## src/rtl/bayer_mosaic_stream.sv

```systemverilog
// Converts a raster RGB pixel stream into an RGGB Bayer raw stream, one sample per pixel.
// A single output register backed by a one-entry skid buffer keeps full throughput under backpressure.
module bayer_mosaic_stream #(
  parameter int WIDTH  = 40,
  parameter int HEIGHT = 30,
  parameter int XW     = 6,
  parameter int YW     = 5
) (
  input  logic          clk,
  input  logic          reset,
  input  logic          in_valid,
  output logic          in_ready,
  input  logic [7:0]    in_red,
  input  logic [7:0]    in_green,
  input  logic [7:0]    in_blue,
  input  logic          in_sof,
  output logic          out_valid,
  input  logic          out_ready,
  output logic [7:0]    out_raw,
  output logic [1:0]    out_color,
  output logic [XW-1:0] out_x,
  output logic [YW-1:0] out_y,
  output logic          out_sof,
  output logic          out_eol,
  output logic          out_eof,
  output logic          sync_error,
  output logic [15:0]   frame_count
);

  localparam int SW = 8 + 2 + XW + YW + 3;

  typedef enum logic {
    WAIT_SOF = 1'b0,
    ACTIVE   = 1'b1
  } state_t;

  state_t          state;
  logic [XW-1:0]   x;
  logic [YW-1:0]   y;
  logic            skid_full;
  logic [SW-1:0]   skid_data;
  logic [SW-1:0]   out_data;

  logic            accept;
  logic            emit;
  logic            out_load;
  logic            restart;
  logic [XW-1:0]   pos_x;
  logic [YW-1:0]   pos_y;
  logic            last_col;
  logic            last_row;
  logic [1:0]      color;
  logic [7:0]      raw;
  logic [SW-1:0]   sample;

  assign in_ready = !skid_full && !reset;
  assign {out_raw, out_color, out_x, out_y, out_sof, out_eol, out_eof} = out_data;

  // Position, site and sample for the pixel offered this cycle
  always_comb begin
    accept   = in_valid && in_ready;
    emit     = accept && ((state == ACTIVE) || in_sof);
    out_load = !out_valid || out_ready;
    restart  = (state == ACTIVE) && in_sof && ((x != '0) || (y != '0));
    if (in_sof) begin
      pos_x = '0;
      pos_y = '0;
    end else begin
      pos_x = x;
      pos_y = y;
    end
    last_col = (pos_x == XW'(WIDTH - 1));
    last_row = (pos_y == YW'(HEIGHT - 1));
    case ({pos_x[0], pos_y[0]})
      2'b00:   color = 2'd0;
      2'b11:   color = 2'd1;
      2'b10:   color = 2'd2;
      default: color = 2'd3;
    endcase
    case (color)
      2'd0:    raw = in_red;
      2'd1:    raw = in_blue;
      default: raw = in_green;
    endcase
    sample = {raw, color, pos_x, pos_y, (pos_x == '0) && (pos_y == '0), last_col, last_col && last_row};
  end

  // Frame FSM, raster counters and status; counters move only on input handshakes
  always_ff @(posedge clk) begin
    if (reset) begin
      state       <= WAIT_SOF;
      x           <= '0;
      y           <= '0;
      sync_error  <= 1'b0;
      frame_count <= 16'd0;
    end else if (emit) begin
      if (restart) begin
        sync_error <= 1'b1;
      end
      if (last_col && last_row) begin
        x           <= '0;
        y           <= '0;
        state       <= WAIT_SOF;
        frame_count <= frame_count + 16'd1;
      end else if (last_col) begin
        x     <= '0;
        y     <= pos_y + YW'(1);
        state <= ACTIVE;
      end else begin
        x     <= pos_x + XW'(1);
        y     <= pos_y;
        state <= ACTIVE;
      end
    end
  end

  // Output register and skid; the skid always drains before new input is taken
  always_ff @(posedge clk) begin
    if (reset) begin
      out_valid <= 1'b0;
      out_data  <= '0;
      skid_full <= 1'b0;
      skid_data <= '0;
    end else if (out_load) begin
      if (skid_full) begin
        out_data  <= skid_data;
        out_valid <= 1'b1;
        skid_full <= 1'b0;
      end else if (emit) begin
        out_data  <= sample;
        out_valid <= 1'b1;
      end else begin
        out_valid <= 1'b0;
      end
    end else if (emit) begin
      skid_data <= sample;
      skid_full <= 1'b1;
    end
  end

endmodule

```

## config.mk

```make
export PLATFORM = sky130hd
export DESIGN_NAME = bayer_mosaic_stream
export DESIGN_NICKNAME = d
export VERILOG_FILES = /design/src/rtl/bayer_mosaic_stream.sv
export SDC_FILE = /design/constraint.sdc
export NUM_CORES = 1
export LEC_CHECK = 0
export CAP_MARGIN = 20
export CORE_ASPECT_RATIO = 0.7
export CORE_MARGIN = 2
export CORE_UTILIZATION = 45
export CTS_CLUSTER_SIZE = 20
export DETAILED_ROUTE_END_ITERATION = 8
export PLACE_DENSITY = 0.75
export RECOVER_POWER = 100
export SKIP_LAST_GASP = 1
export SLEW_MARGIN = 15
export SYNTH_ARGS = -nofsm -noshare
export SYNTH_HDL_FRONTEND = slang
export SYNTH_SLANG_ARGS = --single-unit
```

## constraint.sdc

```tcl
create_clock -name clk -period 5.2 [get_ports clk]
set_clock_uncertainty 0.1 [all_clocks]
set_input_delay 1.04 -clock clk [delete_from_list [all_inputs] [get_ports clk]]
set_output_delay 1.04 -clock clk [all_outputs]
set_load 0.005 [all_outputs]
```

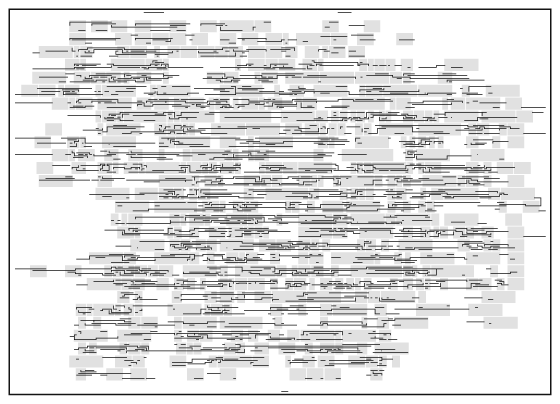
Run 1: signal wires on met1
share of all routed wire: 47%
nets with wire on the layer: 508
M1 GR Usage: 32.9%
final wirelength: 10700 microns

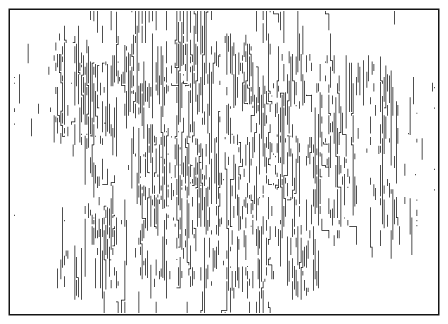
Run 1: metal 2
share of all routed wire: 44%
nets with wire on the layer: 460
GRT met2 Usage: 34.9%
via count: 3865

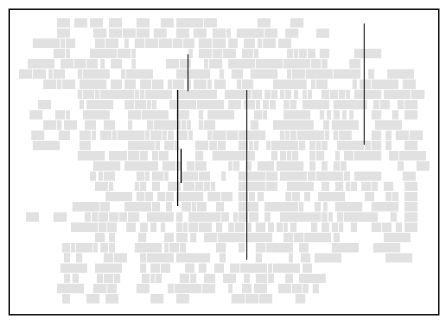
Run 1: met4 routing
main direction: vertical
longest straight run: 44.9 microns
wire length on this layer: 126 microns
nets with wire on the layer: 4
share of all routed wire: 1.2%

==> Changelog: implementation, run 1 <==
### Metrics

- First-pass DRT Iterations: 5
- Gate Area: 0.00201 sq mm
- Comb_multi_in: 321
- Max Buffers Root-to-Sink: 2
- # Cells Yosys: 462
- Worst-Margin Slew: 1.49 ns
- Dpl ws: 1.32 ns
- Dominant logic cell type in the layout: dfxtp_1
- Clock-cell share of area: 7.19%
- # setup viols final: 0
- Core Util, Final: 58.2%
- Inverters: 23
- Gpl congestion: 0.937
- Worst R2R Start: skid_full
- AND/OR/NAND/NOR Cells, Area Fraction: 23.3%
- Placed cell count: 602
- Startpoint Class: input port
- FF-to-FF End: skid_data[19]
- Main synth FF type: dfxtp_1
- Top delay family on crit path: buffers and inverters
- Tot GR Track Use: 23.3%
- Multiplexer share: 0.789%
- NonClk Buf Share: 15.2%
- CP Max Fanout: 32
- Post-Syn Area: 0.00381 sq mm
- FP Core Util: 45.6%
- Area leader share: 40.5%
- CTS tree: yes
- Final worst slack: 1.28 ns
- Setup TNS: 0 ns
- First-pass GRT wire length: 17200 microns
- Worst EP arrival: 4.05 ns
- Mapped Cells: 462
- Setup crit start: in_sof
- Final slew viol count: 0
- Max stage delay on crit path: 1.11 ns
- Worst Setup End Kind: flop
- Most frequent cell after synthesis: dfxtp_1
- H-tree depth: 3
- Post-synth top area cell: dfxtp_1
- Endpoints failing hold: 0
- Post_cts resized: 0
- Combinational share of cell area: 41.4%
- Warning total across the stage logs: 26
- Initial antenna violation count: 0
- Number of diodes: 0
- Top cells by area: dfxtp_1 40%, a21oi_1 8.0%, nand2_1 4.1%
- Asr flop ratio synth: 0%
- # nets final: 539
- Dpl cell area: 0.00452 sq mm
- Top Registers: out_data x23, skid_data x23, frame_count x16
- CTS Sinks: 77
- Worst reg2reg path depth: 5
- Reg-to-reg setup timing slack: 2.32 ns
- Largest class: combinational gates
- DRC: 0
- Power per cell area: 304 mW/mm^2
- WP buf/inv: 2
- Total length of routed met2 wires: 4740 microns
- Worst hold start: skid_data[0]
- Vias in the first global route: 3443
- Register area: 0.00154 sq mm
- Routed Antenna Nets: 0
- Routed wire per std cell: 17.2 microns
- Minimum clock period: 3.92 ns
- Chip width: 114 microns
- Max_slew headroom: 0.383%
- Post-Synth Adder-Cell Area: 0.657%
- Tap Cells: 105
- Hold buffer count at CTS: 0
- Uppermost layer routed: met4
- Largest net degree at the start of global routing: 48
- Sequential fraction of total cell area: 31.8%
- Xor+xnor area frac: 0.460%
- Main logic family: AND-OR/OR-AND gates
- Failing checks: max-capacitance violations
- Critical path destination: skid_data[19]
- Rows: 28
- Chip area: 0.00922 sq mm
- Clk_buf instances: 11
- PnR Total Power: 1.47 mW
- DIE HEIGHT: 80.9 microns
- Busiest grt layer: met2
- Instance count on the critical path: 6
- CTS Buf Count: 9
- CP Cell Sequence: dlygate4sd3_1, o21bai_1, nor3_1, clkbuf_1, nor2_1, a311oi_1
- Initial DRC Count: 406
- Status: complete, but fails checks
- Root Driver: clkbuf_16
- Worst path slowest cell: clkbuf_1
- Peak VDD IR: 0.158 mV
- Met3 routed WL: 761 microns
- Flip-flops: 77
- RSZ-0062 raised after global routing: no
- Non-clock buffers: 76
- Achievable Freq: 0.255 GHz
- Routed vias/inst: 6.25
- DRT met1 WL: 5030 microns
- Worst-path clk slew: 0.06 ns
- Chip Area, Yosys: 0.00381 sq mm
- Post-layout instance area: 0.00485 sq mm
- I/O Pins: 72
- M3 GR Usage: 6.79%
- Post-DP HPWL: 7010 microns
- Sequential area share after synthesis: 40.5%
- Worst hold path class: flop to flop
- Core Area: 0.00834 sq mm
- Max Cap Violations: 1
-- run 1: how the worst min path moves through the flow --
stage / depth (start not counted) / slack (ns) / end
final: 2 / 0.35 / skid_data[0]
after global routing: 2 / 0.38 / skid_data[6]
after CTS: 2 / 0.36 / skid_data[6]
after detailed placement: 2 / 0.35 / skid_data[6]
after global placement: 2 / 0.34 / skid_data[0]
after floorplan: 2 / 0.33 / skid_data[0]
-- run 1: where the power goes --
part	switching (mW)	internal [mW]	total [mW]
Clock	0.250	0.484	0.734
Combinational	0.0661	0.0608	0.127
Sequential	0.00982	0.603	0.613
-- run 1: cell families after synthesis --
logic type	Yosys count
xor gates and xnor gates	2
muxes	3
DFF	77
and+or+nand+nor	160
adders and majority gates	2
buffers and inverters	64
AOI/OAI and AO/OA	154
Run 1, congestion heat map:
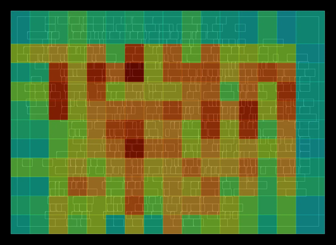

## Run 2: what changed since run 1
- PLACE_DENSITY: 0.75 -> 0.77
- clock period: 5.2 -> 3.4 ns (I/O delays scaled with it)
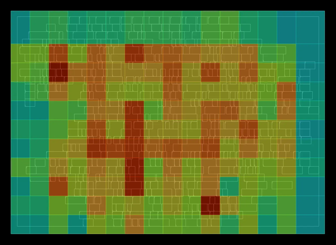
Run 2: congestion heat map
Core Util, Final: 58.2%
busiest grt layer: met1

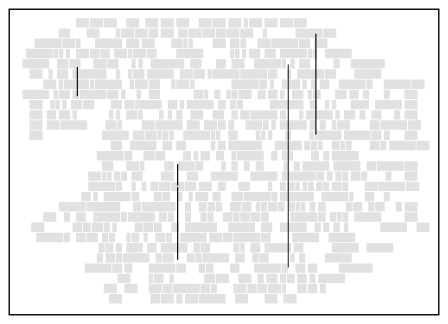
Run 2: met4 routing
wire length on this layer: 112 microns
main direction: vertical
final wirelength: 10700 microns
via count: 3882

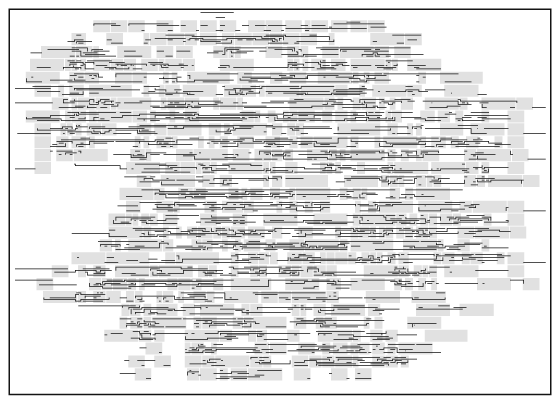
Run 2: signal wires on met1
nets with wire on the layer: 525
main direction: horizontal
wire length on this layer: 5140 microns
M1 GR Usage: 34.1%

==> run 2 against run 1 <==
Net effect:
- the flow now finishes without violations
- die area unchanged
- global-route usage hardly changed
- hold slack about the same
==> Changelog: implementation, run 2 <==
### Metrics

- Status: completed
- Hold buffer count at CTS: 0
- Rows: 28
- Routed Antenna Nets: 0
- Number of diodes: 0
- Mapped Cells: 462
- Max Cap Violations: 0
- Minimum clock period: 2.85 ns
- FF-to-FF End: out_data[2]
- Worst hold start: skid_data[15]
- First-pass DRT Iterations: 5
- Max Buffers Root-to-Sink: 2
- Dominant logic cell type in the layout: dfxtp_1
- Main synth FF type: dfxtp_1
- Peak VDD IR: 0.344 mV
- Setup bufs post-CTS: 0
- Top Consumer: registers
- Worst-Margin Slew: 0.821 ns
- Reg-to-reg setup timing slack: 1.03 ns
- Main logic family: AND-OR/OR-AND gates
- Register area: 0.00154 sq mm
- P_seq: 0.937 mW
- # nets final: 550
- Worst Setup End Kind: flop
- CTS Sinks: 77
- Setup TNS: 0 ns
- Gate Area: 0.00201 sq mm
- Xor+xnor area frac: 0.460%
- Mapped Avg Cell Area: 8.24 sq um
- First-pass GRT wire length: 17100 microns
- Sequential area share after synthesis: 40.5%
- Min-Delay Endpoint: skid_data[15]
- Internal power: 1.54 mW
- Tot GR Track Use: 23.3%
- Top cells by area: dfxtp_1 40%, a21oi_1 8.0%, nand2_1 4.1%
- Post-Syn Area: 0.00381 sq mm
- Endpoints failing hold: 0
- Post-Synth Adder-Cell Area: 0.657%
- Max_slew headroom: 45.2%
- M3 GR Usage: 6.64%
- Core Area: 0.00834 sq mm
- AND/OR/NAND/NOR Cells, Area Fraction: 23.3%
- Vias in the first global route: 3360
- Gpl congestion: 0.953
- Power per cell area: 421 mW/mm^2
- Post_cts resized: 0
- Worst EP arrival: 3.02 ns
- Uppermost layer routed: met4
- Startpoint Class: input port
- FP Core Util: 45.6%
- Final slew viol count: 0
- Total length of routed met2 wires: 4720 microns
- Clk pwr share: 44.3%
- Multiplexer share: 0.789%
- # setup viols final: 0
- Initial DRC Count: 379
- Most frequent cell after synthesis: dfxtp_1
- Post-layout instance area: 0.00485 sq mm
- DRT met1 WL: 5140 microns
- Worst hold path class: flop to flop
- Post-DP HPWL: 7390 microns
- Largest net degree at the start of global routing: 49
- Hold Crit Depth: 2
- I/O Pins: 72
- Comb power frac: 9.8%
- Post-synth top area cell: dfxtp_1
- H-tree depth: 3
- Routed vias/inst: 6.17
- Reg power frac: 45.9%
- Dpl ws: 0.350 ns
- Achievable Freq: 0.350 GHz
- Chip Area, Yosys: 0.00381 sq mm
- Chip area: 0.00922 sq mm
- Leak Pwr: 1.72 nW
- Clock group: 0.903 mW
- Placed cell count: 613
- # Cells Yosys: 462
- Met3 routed WL: 729 microns
- CTS Buf Count: 9
- Final worst slack: 0.545 ns
- RSZ-0062 raised after global routing: no
- Chip width: 114 microns
- Top Registers: out_data x23, skid_data x23, frame_count x16
- Initial antenna violation count: 0
- Root Driver: clkbuf_16
- Comb pwr: 0.200 mW
- Asr flop ratio synth: 0%
- Area leader share: 40.5%
- DRC: 0
- Worst-path clk slew: 0.06 ns
- CTS tree: yes
run 2: critical path, cell delays in order:
cell	delay, ns
dlygate4sd3_1	0.68
and4b_1	0.50
nand4_1	0.41
or4_1	0.59
a21oi_1	0.16
run 2: layout make-up:
type                            count  area share [%]
Timing Repair Buffer               87            16.6
Multi-Input combinational cell    321            41.4
Tap cell                          105            2.71
Clock buffer                       11            5.00
Inverter                           23            1.78
Clock inverter                      5           0.722
Sequential cell                    77            31.8
run 2: worst max path at each step:
stage / startpoint / to / slack (ns) / depth (start not counted)
after global routing: in_sof / skid_data[19] / 0.41 / 7
after global placement: in_sof / out_data[1] / 0.46 / 6
final: in_sof / frame_count[15] / 0.55 / 5
after CTS: in_sof / y[2] / 0.67 / 6
after detailed placement: in_sof / y[2] / 0.35 / 6
after floorplan: in_sof / skid_data[21] / 0.78 / 8
Run 2, cell area per tile:
Scale bar: 20 microns. The die is cut into 11 by 8 equal tiles; dark blue is low, red is high, 0 to 100% covered.
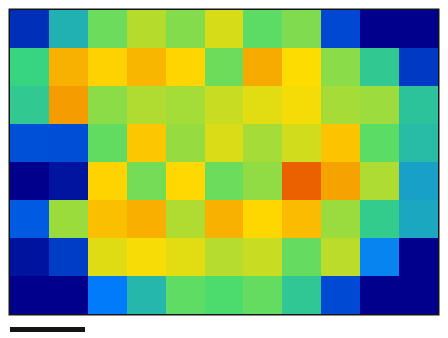

## Run 3: what changed since run 2
- clock period: 3.4 -> 2.42 ns (I/O delays scaled with it)
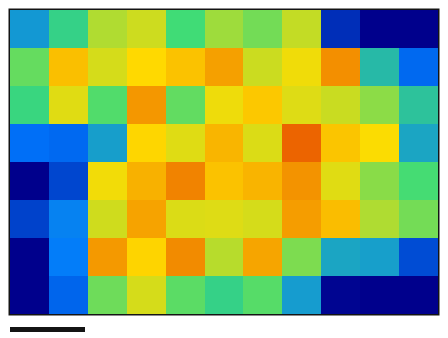
Run 3: cell area per tile
Scale bar: 20 microns. The die is cut into 11 by 8 equal tiles; dark blue is low, red is high, 0 to 100% covered.
densest ninth of the die: center
emptiest ninth of the die: lower right
nearly empty tiles: 9.1%
fullest tile: 89%
mean over tiles: 55%
tiles over 75% full: 26%

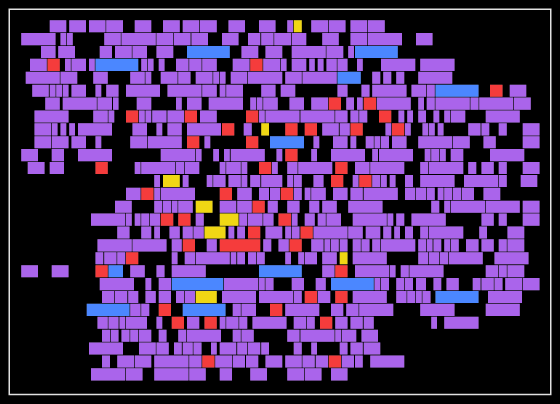
Run 3: sizing map
legend:
  x1 and smaller:
    color: purple
    cells: 495
  x6 and larger:
    color: blue
    cells: 13
  x2:
    color: yellow
    cells: 8
  x3 and x4:
    color: red
    cells: 46

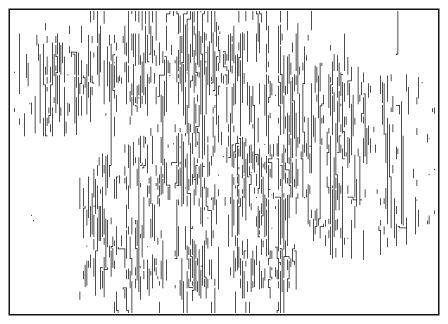
Run 3: metal 2
longest straight run: 35.7 microns
nets with wire on the layer: 499
main direction: vertical

==> run 3 against run 2 <==
Net effect:
- register-to-register slack got worse by 0.64 ns
- sequential cell count stayed put
- combinational power grew 55%
- final cell count increased by 6.0%
- hold slack worse by 0.0014 ns
- non-clock buffer count is 38 higher
- clock power up 51%
- via count grew 1.6%
- critical path type unchanged
==> Changelog: implementation, run 3 <==
### Metrics

- DIE HEIGHT: 80.9 microns
- Chip Area, Yosys: 0.00381 sq mm
- GRT met2 Usage: 37.0%
- Final worst slack: 0.0930 ns
- Post-DP HPWL: 7770 microns
- Final wirelength: 10800 microns
- Worst hold path class: flop to flop
- Routed Antenna Nets: 0
- Min-Delay Endpoint: skid_data[9]
- # Cells Yosys: 462
- Sequential area share after synthesis: 40.5%
- Core Area: 0.00834 sq mm
- Post-synth EDFFs: 0
- Worst path slowest cell: or4_1
- CTS tree: yes
- FP Core Util: 45.6%
- Top delay family on crit path: buffers and inverters
- Setup crit start: in_sof
- Comb power frac: 10.4%
- Gpl congestion: 0.871
- Largest net degree at the start of global routing: 35
- Post-layout instance area: 0.00516 sq mm
- Most frequent cell after synthesis: dfxtp_1
- Worst Setup End Kind: flop
- Post_cts resized: 0
- Via count: 3943
- Worst EP arrival: 2.49 ns
- # setup viols final: 0
- H-tree depth: 3
- Reg power frac: 44.0%
- Uppermost layer routed: met4
- Warning total across the stage logs: 26
- Top Registers: out_data x23, skid_data x23, frame_count x16
- Most frequent logic cells in the routed design: 77 x dfxtp_1, 61 x a21oi_1, 43 x dlygate4sd3_1, 43 x buf_4, 42 x nand2_1
- Setup TNS: 0 ns
- Worst R2R Start: x[3]
- DRT met1 WL: 4940 microns
- Max stage delay on crit path: 0.50 ns
- Chip width: 114 microns
- Hold Crit Depth: 2
- Critical path destination: frame_count[11]
- Achievable Freq: 0.430 GHz
- Sw frac: 23.6%
- Port Buffers: 71
- Area leader share: 40.5%
- Met3 routed WL: 779 microns
- Dominant logic cell type in the layout: dfxtp_1
- Final slew viol count: 0
- Main synth FF type: dfxtp_1
- Endpoints failing hold: 0
- CP Max Fanout: 23
- Latency at later pin: 0.34 ns
- Asr flop ratio synth: 0%
- Yosys cell types: 49
- M3 GR Usage: 7.99%
- Leak Pwr: 1.90 nW
- Most used cell along the critical path: buf_4
- CP Cell Sequence: clkdlybuf4s50_1, buf_4, buf_4, o21ba_2, nand4_1, buf_4, or4_1, a21oi_1
- FILL cells: 711
- Number of diodes: 0
- Instance count on the critical path: 8
- Register area: 0.00154 sq mm
- Busiest grt layer: met2
- Vias in the first global route: 3499
- Core Util, Final: 61.9%
- Worst-path clk slew: 0.06 ns
- M1 GR Usage: 32.6%
- Mapped Avg Cell Area: 8.24 sq um
- FF-to-FF End: y[2]
- # nets final: 588
- Startpoint Class: input port
- Reg-to-reg setup timing slack: 0.39 ns
- Net Sw Power: 0.705 mW
- Seq cells post-synth: 77
- Worst-Margin Slew: 0.578 ns
- Power per cell area: 579 mW/mm^2
- Dpl ws: -0.206 ns
- RSZ-0062 raised after global routing: no
- Total length of routed met2 wires: 4920 microns
- Status: completed
- Max Cap Violations: 0
- Gate Area: 0.00201 sq mm
- Initial antenna violation count: 0
- Initial DRC Count: 378
- First-pass GRT wire length: 17400 microns
- DRC: 0
- Routed vias/inst: 5.91
- Hold buffer count at CTS: 0
- Grt ovf: 0
- First-pass DRT Iterations: 5
- Dpl cell area: 0.00490 sq mm
- Finished Layout Cells: 667
- Syn_nets: 493
- Crit path DRT: 2.58 ns
- Routed wire per std cell: 16.2 microns
- Worst hold start: skid_data[9]
- Placed cell count: 651
- WP buf/inv: 4
- Max_slew headroom: 61.5%
- Syn-to-layout area delta: 35.6%
- Share of cells above drive strength 1: 11.9%
- CTS Sinks: 77
- Rows: 28
- I/O Pins: 72
- Post-Syn Area: 0.00381 sq mm
- Max Buffers Root-to-Sink: 2
- Worst Setup Path Type: input port to flop
- Post-synth top area cell: dfxtp_1
- Chip area: 0.00922 sq mm
- Synth cell count leaders: 77 x dfxtp_1, 61 x a21oi_1, 42 x nand2_1
- Worst reg2reg path depth: 5
- Worst hold margin: 0.354 ns
- Synth Warn #: 0
- PnR Total Power: 2.99 mW
- Mapped Cells: 462
- Period utilisation layout: 96.2%
- Minimum clock period: 2.33 ns
- Clk pwr share: 45.6%
- Tot GR Track Use: 24.3%
- Root Driver: clkbuf_16
- Peak VDD IR: 0.410 mV
- Internal power: 2.28 mW
- Top cells by area: dfxtp_1 40%, a21oi_1 8.0%, nand2_1 4.1%
- Setup bufs post-CTS: 0
- CTS Buf Count: 9
## run 3: kinds of logic after synthesis
group                    synth area share, %
buffers and inverters                   6.61
adder cells (fa/ha/maj)                0.657
AND-OR/OR-AND                           27.7
multiplexers                           0.789
XOR/XNOR                               0.460
AND/OR/NAND/NOR                         23.3
flip-flops                              40.5
## run 3: power groups by stage
stage                     clock network (mW)  registers, mW  logic, mW
after floorplan                            0           1.34      0.148
after global placement                     0           1.34      0.315
after detailed placement                   0           1.34      0.322
after CTS                               1.38           1.32      0.324
after global routing                    1.44           1.32      0.337
final                                   1.36           1.32      0.310
## run 3: layout make-up
type                            count  area share (%)
Multi-Input combinational cell    321            39.0
Sequential cell                    77            29.9
Timing Repair Buffer              125            21.1
Clock buffer                       11            4.70
Tap cell                          105            2.54
Inverter                           23            1.67
Clock inverter                      5            1.14
Power and IR drop assume default switching activity.
